Design unpool_stream, sky130hd; sources not shown.
==> images/layer_met1.png <==
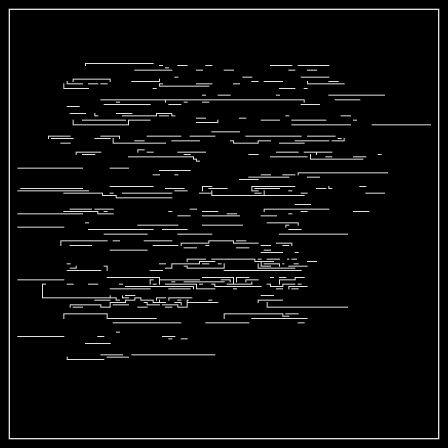
The layer holds 39% of the routed length. The wires run mostly horizontal.
met1 Resource Use GR: 14.3%
routed vias: 776
aggregate routed wire length: 2.52 mm

==> images/layer_met2.png <==
The bar under the picture is 20 um long.
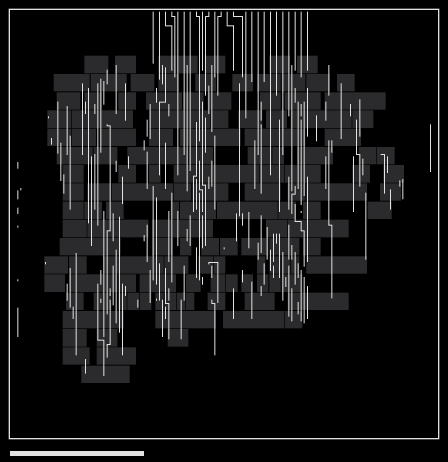
140 nets have wire on it. The longest straight run is 24.3 um. The layer holds 53% of the routed length. The wires run mostly vertical. The layer carries 1330 um of wire.
met2 Track Usage GR: 21.4%

==> results.cfg <==
; generated from flow reports
[run_status]
status = finished clean

[detailed_routing]
firstDrtPassIters = 4
first_iter_violations = 17
wl_per_cell_um = 15.3
avgViaCountPerCell = 4.70
drc = 0

[placed_design]
post-dp-hpwl_mm = 1.74
gp_congestion = 0.758
placedInstanceArea_mm2 = 0.00145
portBuffers = 45

[cells_and_area]
postLayoutCoreUtil_pct = 57.0
largest_reg_flops = 13
nFillCells = 235
syn2layout_area_growth_pct = 47.4
antenna_cells = 0
logic_area_um2 = 407
layout_top_cells = dfrtp_1 (21), dlygate4sd2_1 (20), buf_4 (18), clkdlybuf4s50_1 (16), mux2_4 (13)
lay_top_count = dfrtp_1
seq_area_um2 = 526
final_cell_area_mm2 = 0.00158
num-nets-final = 154

[floorplanning]
die_area_mm2 = 0.00408
die_w_um = 63.9
coreArea_mm2 = 0.00278
initCoreUtil_pct = 38.6
ioPinCount = 46
rows = 19
die_y_um = 63.9

[worst_setup_path]
worstPathRequired_ps = 1120
worstRegToRegCells = 4
critPathMaxFanout = 2
crit_arrival_ps = 1090
ff2ff_setup_slack_ps = 40
startpoint_type = flip-flop
crit_type = reg -> out
crit_path_end_kind = output port

[yosys]
synth_flops = 21
ys_seq_share_pct = 48.9
area_leaders = dfrtp_1 (49%), mux2_4 (14%), buf_4 (9.1%)
yosys-stat-cells = 83
syn_area_per_cell_um2 = 12.9
netlist_instances = 83
synth_warnings = 0
synth.distinct_cells = 22
yosysChipArea_mm2 = 0.00107
yosys.area.top_type = dfrtp_1
synthesis.area_mm2 = 0.00107
synth_nets = 102

[clock_network]
cts_root_buf = clkbuf_4
cts_sinks = 21
cts_buffer_depth = 2
numCtsBuffers = 3
clkSlewWorstSetupHoldPaths_ps = 130
cts_tree = done
holdBufCountCts = 0
clk_latency_ps = 320

[timing]
skew_ps = 12.7
post-route-period-util_pct = 97.6
drv_slew = 0
max_freq_mhz = 732
rsz0062_at_grt = true
setup_viol = 0
relSlewSlack_pct = 82.2
fin_crit_ps = 1370

[pwr]
pwr-share-seq_pct = 34.8
power_mw = 3.11
p_sw_mw = 1.01
comb_power_share_pct = 55.4
p_sw_share_pct = 32.4
vdd_ir_drop_max_uv = 1380
clockPowerShare_pct = 9.9
powerDensity_mw_per_mm2 = 1960
p_int_mw = 2.10

[min_path]
hold_class = in -> async

[job]
warnings = 29
cap_violations = 0

[global_route]
grt_max_degree = 22
grt_pass1_wl_mm = 4.10
grt_usage_pct = 12.6
grt_antenna_before_repair = 0
grt.overflow.total = 0
grt_pass1_vias = 863
[per-layer routing]
layer | up-vias | track usage, % | part of all wire (%)
met5 | - | 0 | 0
met4 | 0 | 3.12 | 0.87
met3 | 2 | 5.60 | 7.2
met2 | 26 | 21.4 | 53
met1 | 375 | 14.3 | 39
li1 | 373 | - | -
[repair_timing]
action,4_1_cts,5_1_grt
pin swaps,0,1
resized,37,10
endpoints found under the setup margin,29,6
buffers inserted,14,1
[cell families after synthesis]
logic type      synth area share, %
xor+xnor                      0.815
mux                            19.1
fa+ha+maj                      2.33
buf+inv                        15.1
flops                          48.9
simple gates                   5.70
compound gates                 8.03
[through the flow]
stage / TNS (ps) / setup WS (ps) / cells
CTS: -84.3 / -84.3 / 165
finish: 0 / 33.9 / 165
floorplan: 0 / 63.7 / 83
global route: -24.9 / -15.3 / 165
global placement: -3310 / -303 / 147
detailed placement: -3960 / -341 / 147
[cells in the mapped netlist]
cell and instances:
buf_12 1, nand2_4 1, xor2_1 1, o41ai_1 1
buf_4 13, nand4_1 3, nand2_1 4, dfrtp_1 21
a311oi_1 1, ha_1 2, o21ai_0 6, nand3_1 1
mux2_4 10, a21bo_4 1, mux2_2 4, or2b_1 1
inv_1 3, a21oi_1 3, buf_6 3, mux2i_1 1
a21o_1 1, nor2_1 1
[final cells by class]
class / instances / share of cell area (%)
Clock buffer: 3 / 1.42
Multi-Input combinational cell: 42 / 25.7
Tap cell: 31 / 2.45
Sequential cell: 21 / 33.2
Clock inverter: 1 / 0.474
Inverter: 3 / 0.711
Timing Repair Buffer: 64 / 36.1
[worst max-delay path: stages (launching register included)]
cell and delay, ps:
dfrtp_1 420, a21bo_4 240, buf_6 110
[power groups by stage]
stage          clock network, mW  logic (mW)  registers, mW
2_1_floorplan                  0       0.924           1.10
3_3_place_gp                   0        1.55           1.11
3_5_place_dp                   0        1.58           1.13
4_1_cts                    0.319        1.67           1.07
5_1_grt                    0.337        1.87           1.13
6_report                   0.307        1.72           1.08
Power is estimated from default activity; no workload was simulated.
